===== config.mk =====
export PLATFORM = sky130hd
export DESIGN_NAME = tx_arbiter_flat
export DESIGN_NICKNAME = d
export VERILOG_FILES = /design/src/rtl/tx_arbiter_if.sv /design/src/rtl/tx_arbiter.sv /design/src/flat_wrapper.sv
export SDC_FILE = /design/constraint.sdc
export NUM_CORES = 1
export LEC_CHECK = 0
export CAP_MARGIN = 10
export CORE_MARGIN = 4
export CORE_UTILIZATION = 40
export CTS_CLUSTER_SIZE = 25
export DETAILED_ROUTE_END_ITERATION = 6
export SYNTH_ARGS = -nofsm -noshare
export SYNTH_HDL_FRONTEND = slang
export SYNTH_SLANG_ARGS = --single-unit

===== constraint.sdc =====
create_clock -name clock -period 5.6 [get_ports clock]
set_input_delay 0.56 -clock clock [delete_from_list [all_inputs] [get_ports clock]]
set_output_delay 0.56 -clock clock [all_outputs]
set_load 0.03 [all_outputs]

===== src/rtl/tx_arbiter_if.sv =====
// tx_arbiter_if: request/grant bundle between the transmit sources, the PHY
// send stage and the tx path arbiter.
//   req        4  transmit requests (bit0 ARP, bit1 ICMP, bit2 DHCP, bit3 UDP)
//   tx_active  1  PHY send stage is emitting a frame
//   grant      4  one-hot owner of the tx path, zero when unowned
//   protocol   2  encoded owner (0 ARP, 1 ICMP, 2 DHCP, 3 UDP)
//   tx_start   1  enable to the granted source, held until tx_active seen
//   busy       1  arbiter not idle
//   timeout    1  one-clock pulse when a granted source never started
// master: the arbiter side.  slave: sources / PHY side.
interface tx_arbiter_if;
  logic [3:0] req;
  logic       tx_active;
  logic [3:0] grant;
  logic [1:0] protocol;
  logic       tx_start;
  logic       busy;
  logic       timeout;

  modport master (
    input  req, tx_active,
    output grant, protocol, tx_start, busy, timeout
  );

  modport slave (
    output req, tx_active,
    input  grant, protocol, tx_start, busy, timeout
  );
endinterface


===== src/rtl/tx_arbiter.sv =====
// tx_arbiter: grants the shared tx path to one of four protocol sources.
// Fixed priority ARP > ICMP > DHCP > UDP, with a starvation override that
// hands the path to UDP after STARVE_LIMIT consecutive non-UDP grants taken
// while UDP was waiting. Each grant runs IDLE -> START -> BUSY -> GAP, where
// GAP enforces the inter-frame gap. All outputs are registered.
// Ports:
//   clock  tx clock, rising edge
//   reset  synchronous, active-high
//   bus    tx_arbiter_if.master (req, tx_active in; grant, protocol,
//          tx_start, busy, timeout out)
module tx_arbiter #(
  parameter int unsigned IFG_CYCLES    = 24,
  parameter int unsigned START_TIMEOUT = 255,
  parameter int unsigned STARVE_LIMIT  = 4
) (
  input  logic          clock,
  input  logic          reset,
  tx_arbiter_if.master  bus
);

  localparam logic [8:0] TO_LIM = 9'(START_TIMEOUT);
  localparam logic [7:0] SV_LIM = 8'(STARVE_LIMIT);

  typedef enum logic [1:0] {IDLE, START, BUSY, GAP} state_t;

  state_t      state_q, state_n;
  logic [3:0]  grant_q, grant_n;
  logic [1:0]  proto_q, proto_n;
  logic        start_q, start_n;
  logic        busy_q;
  logic        tmo_q, tmo_n;
  logic [8:0]  timer_q, timer_n;
  logic [15:0] gap_q, gap_n;
  logic [7:0]  starve_q, starve_n;
  logic [1:0]  win;

  // Winner: UDP forced once it has been passed over STARVE_LIMIT times.
  always_comb begin
    win = 2'd3;
    if (bus.req[3] && starve_q == SV_LIM) win = 2'd3;
    else if (bus.req[0])                  win = 2'd0;
    else if (bus.req[1])                  win = 2'd1;
    else if (bus.req[2])                  win = 2'd2;
  end

  always_comb begin
    state_n  = state_q;
    grant_n  = grant_q;
    proto_n  = proto_q;
    start_n  = start_q;
    tmo_n    = 1'b0;
    timer_n  = timer_q;
    gap_n    = gap_q;
    starve_n = starve_q;
    case (state_q)
      IDLE: begin
        if (!bus.req[3]) starve_n = '0;
        // A frame still on the wire (spurious tx_active) blocks arbitration.
        if (!bus.tx_active && bus.req != 4'd0) begin
          state_n = START;
          grant_n = 4'(4'b0001 << win);
          proto_n = win;
          start_n = 1'b1;
          timer_n = '0;
          if (win == 2'd3)                          starve_n = '0;
          else if (bus.req[3] && starve_q < SV_LIM) starve_n = starve_q + 8'd1;
        end
      end
      START: begin
        // tx_active takes precedence over a timeout landing on the same edge.
        if (bus.tx_active) begin
          state_n = BUSY;
          start_n = 1'b0;
        end else if (timer_q + 9'd1 == TO_LIM) begin
          state_n = GAP;
          grant_n = '0;
          start_n = 1'b0;
          tmo_n   = 1'b1;
          gap_n   = '0;
        end else begin
          timer_n = timer_q + 9'd1;
        end
      end
      BUSY: begin
        if (!bus.tx_active) begin
          state_n = GAP;
          grant_n = '0;
          gap_n   = '0;
        end
      end
      GAP: begin
        // IFG_CYCLES clocks in GAP; IFG_CYCLES=0 still spends one clock here.
        if (32'(gap_q) + 32'd1 >= IFG_CYCLES) state_n = IDLE;
        else                                  gap_n   = gap_q + 16'd1;
      end
      default: state_n = IDLE;
    endcase
  end

  always_ff @(posedge clock) begin
    if (reset) begin
      state_q  <= IDLE;
      grant_q  <= '0;
      proto_q  <= '0;
      start_q  <= 1'b0;
      busy_q   <= 1'b0;
      tmo_q    <= 1'b0;
      timer_q  <= '0;
      gap_q    <= '0;
      starve_q <= '0;
    end else begin
      state_q  <= state_n;
      grant_q  <= grant_n;
      proto_q  <= proto_n;
      start_q  <= start_n;
      busy_q   <= (state_n != IDLE);
      tmo_q    <= tmo_n;
      timer_q  <= timer_n;
      gap_q    <= gap_n;
      starve_q <= starve_n;
    end
  end

  assign bus.grant    = grant_q;
  assign bus.protocol = proto_q;
  assign bus.tx_start = start_q;
  assign bus.busy     = busy_q;
  assign bus.timeout  = tmo_q;

endmodule


===== src/flat_wrapper.sv =====
// flat-port wrapper written by rule: the top's interface ports become plain ports
module tx_arbiter_flat 
#(
  parameter int unsigned IFG_CYCLES    = 24,
  parameter int unsigned START_TIMEOUT = 255,
  parameter int unsigned STARVE_LIMIT  = 4
)
  (clock, reset, bus_req, bus_tx_active, bus_grant, bus_protocol, bus_tx_start, bus_busy, bus_timeout);
  tx_arbiter_if bus_i ();
  input  logic clock;
  input  logic reset;
  input wire logic [$bits(bus_i.req)-1:0] bus_req;
  input wire logic [$bits(bus_i.tx_active)-1:0] bus_tx_active;
  output wire logic [$bits(bus_i.grant)-1:0] bus_grant;
  output wire logic [$bits(bus_i.protocol)-1:0] bus_protocol;
  output wire logic [$bits(bus_i.tx_start)-1:0] bus_tx_start;
  output wire logic [$bits(bus_i.busy)-1:0] bus_busy;
  output wire logic [$bits(bus_i.timeout)-1:0] bus_timeout;
  assign bus_i.req = bus_req;
  assign bus_i.tx_active = bus_tx_active;
  assign bus_grant = bus_i.grant;
  assign bus_protocol = bus_i.protocol;
  assign bus_tx_start = bus_i.tx_start;
  assign bus_busy = bus_i.busy;
  assign bus_timeout = bus_i.timeout;
  tx_arbiter #(.IFG_CYCLES(IFG_CYCLES), .START_TIMEOUT(START_TIMEOUT), .STARVE_LIMIT(STARVE_LIMIT)) u_core (.clock(clock), .reset(reset), .bus(bus_i));
endmodule

==> results.yml <==
# physical design summary
final_timing:
  finalSetupViolations: 0
  fmaxAchievable_mhz: 343
  fin_skew_ps: 11.7
  min_period_ps: 2920
  hold_ws_ps: 451
  report.final.slew_viol_count: 0
  finalWorstSetupSlack_ps: 2680
  slew_headroom_pct: 45.3
  finalHoldViolCount: 0
  rsz0062_at_grt: "no"
worst_hold_path:
  min_path_cells: 2
  hold_start: "u_core.bus.grant[2]$_SDFFE_PP0P_"
clocking:
  ctsResizeCount: 0
  cts_buffer_depth: 2
  ctsHtreeMaxLevel: 2
  root_buffer: "clkbuf_8"
  clock_latency_ps: 310
  clk_pin_slew_worst_paths_ps: 80
  cts_tree: "done"
  cts_num_sinks: 44
worst_setup_path:
  rrSetupSlack_ps: 2680
  path_depth: 8
  worstPathMaxFanout: 13
  cp-endpoint: "u_core.gap_q[0]$_SDFFE_PP0P_"
  end_kind: "flip-flop"
  crit_path_start_kind: "flip-flop"
  reg2regPathDepth: 8
  arrival_ps: 3120
  cp_num_buf_inv: 0
  slowest_stage: "a211oi_1"
  crit_family: "AND-OR/OR-AND gates"
  crit_start: "u_core.timer_q[0]$_SDFFE_PP0P_"
  crit_required_ps: 5800
  worst_path_largest_cell_delay_ps: 580
detailed_routing:
  ant_nets: 0
  drtIter0Drc: 130
  routedWlPerCell_um: 13.7
  vias: 2119
  wl_um: 5190
  viasPerCell: 5.61
power_and_ir_drop:
  switching_share_pct: 35.5
  intPower_mw: 0.613
  total_leakage_power_nw: 1.02
  p_sw_mw: 0.338
  pwr_density_cell_nw_per_um2: 345
final_layout:
  num-nets-final: 319
  comb_area_um2: 1450
  final_common_cell: "dfxtp_1"
  areaGrowthSynthToFinish_pct: 14.4
  largest-register: "u_core.gap_q"
  fin_util_pct: 46.9
  final_cell_mix: "dfxtp_1, nand2_1, and2_1"
  largest_reg_flops: 16
  drive_gt1_share_pct: 5.61
  diodes: 0
synthesis:
  fp_nets: 304
  topCellsByArea: "dfxtp_1, and2_1, ha_1"
  synth.cell_area_um2: 2410
  avgSynthCellArea_um2: 8.40
  synthFlopType: "dfxtp_1"
  ys_seq_share_pct: 36.6
  ys_cells: 287
  synthArstFlopShare_pct: 0
  synth-seq-cells: 44
  yosys.area_share.aoi_pct: 19.7
  yosys.cell_types.count: 55
  xor_share_pct: 1.82
  synth.area.mux_share_pct: 3.01
  top_logic_kind: "simple AND/OR/NAND/NOR gates"
  ys_warn_count: 0
  simple_gate_area_share_pct: 30.4
placement:
  dp_slack_ps: 2670
  postPlaceCellArea_um2: 2630
  numPlacedInstances: 370
floorplan:
  fp_util_pct: 40.9
  rows: 28
  coreArea_um2: 5890
  die_h_um: 85.6
  die-area_um2: 7330
global_routing:
  grt_max_degree: 27
  antenna_found_initial: 0
  grt.total_usage_pct: 14.8
flow_run:
  cap_viol_max_count: 0
  warning_count: 33
outcome:
  outcome: "completed"
-- synthesized netlist by cell type, types with 2 or more instances --
master / n
o31a_1: 2
o21ai_0: 9
a21o_1: 4
or4_1: 3
mux2i_1: 5
or2_2: 2
o21a_1: 4
ha_1: 10
and3_1: 6
xnor2_1: 3
nand2_1: 22
o22ai_1: 2
a21oi_1: 18
dfxtp_1: 44
or3_1: 2
a211oi_1: 2
a31oi_1: 2
and2_1: 21
a22o_1: 2
nor4_1: 5
nor2b_1: 4
nand4_1: 8
nor2_1: 20
nand3b_1: 2
and4_1: 3
o211ai_1: 2
mux2_2: 2
o31ai_1: 3
nand3_1: 13
o32ai_1: 2
clkbuf_1: 8
nand2b_1: 3
xor2_1: 2
or4b_1: 2
o311ai_0: 3
inv_1: 13
nor3_1: 11
-- power groups by stage --
stage | sequential [mW] | clock, mW | combinational [mW]
2_1_floorplan | 0.384 | 0 | 0.211
3_3_place_gp | 0.361 | 0 | 0.321
3_5_place_dp | 0.362 | 0 | 0.324
4_1_cts | 0.354 | 0.275 | 0.328
5_1_grt | 0.357 | 0.290 | 0.363
6_report | 0.354 | 0.269 | 0.328
-- layout make-up --
type	count	area share [%]
Multi-Input combinational cell	222	52.6
Sequential cell	44	31.9
Timing Repair Buffer	16	5.72
Clock buffer	7	3.49
Tap cell	75	3.40
Inverter	13	1.77
Clock inverter	1	1.09
-- routing by layer --
metal / wire, um / up-vias / global-route usage (%) / part of all wire [%]
li1: - / 1088 / - / -
met1: 2690 / 986 / 20.7 / 52
met2: 2220 / 39 / 22.2 / 43
met3: 208 / 6 / 3.46 / 4.0
met4: 66 / 0 / 5.18 / 1.3
met5: 0 / - / 0 / 0
Fig. 1: register map, names as in the netlist
Bar = 20 um. Other sequential cells in the stronger gray, the rest of the logic in the fainter gray.
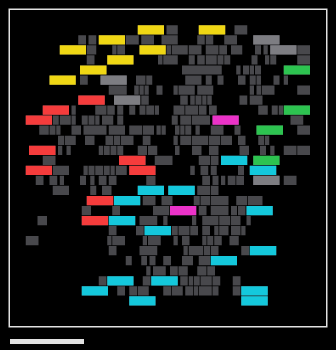
Cyan stands for `u_core.gap_q`, placed flops 16. Magenta stands for `u_core.state_q`, placed flops 2. Yellow stands for `u_core.starve_q`, placed flops 8. Red stands for `u_core.timer_q`, placed flops 9. Green stands for `u_core.bus.grant`, placed flops 4.

Fig. 2: clock wires, drivers and flops
Bar = 20 um.
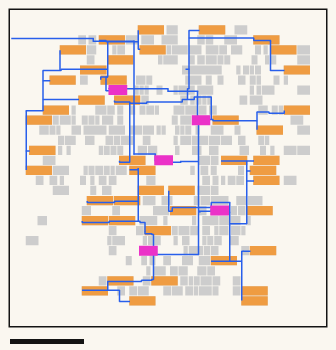
Magenta stands for clock-net drivers, count 5. Orange stands for flip-flops, count 44. Blue stands for clock wires, length 611 um.
Position of the flops: widely spread.

Fig. 3: cell sizes after repair
Bar = 20 um.
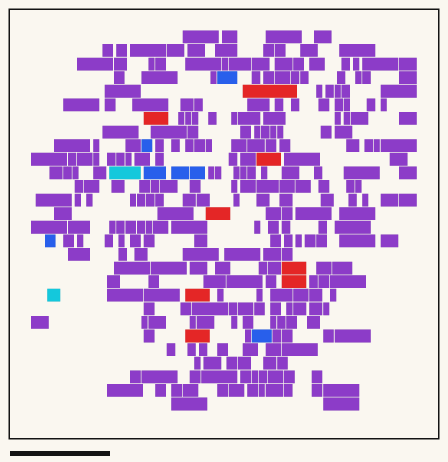
Cyan stands for x3 and x4, cells 2, share 0.66%. Blue stands for x2, cells 7, share 2.3%. Red stands for x6 and larger, cells 8, share 2.6%, most used clkbuf_8. Purple stands for x1 and smaller, cells 286, share 94%, most used dfxtp_1.

Fig. 4: close-up of the layout
Region (49, 6) to (79, 36) um. Cells in gray, sequential cells in the stronger gray; small squares are vias.
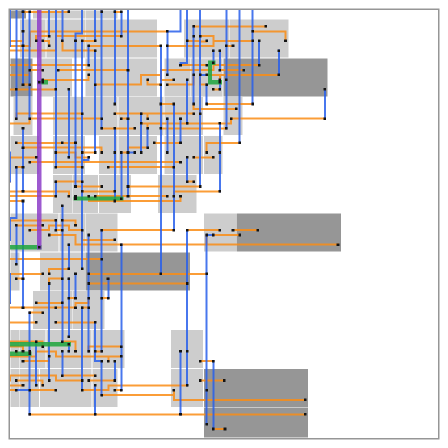
Blue stands for M2. Orange stands for M1. Purple stands for M4. Green stands for M3.
Netlist names of flops here include `u_core.gap_q` (5). Sequential cells in the window: 5. 44 logic cells have their middle in the window. Most frequent: and2_1 (5), dfxtp_1 (5).

Power figures rest on the tool's default switching activity, not on a simulated workload.
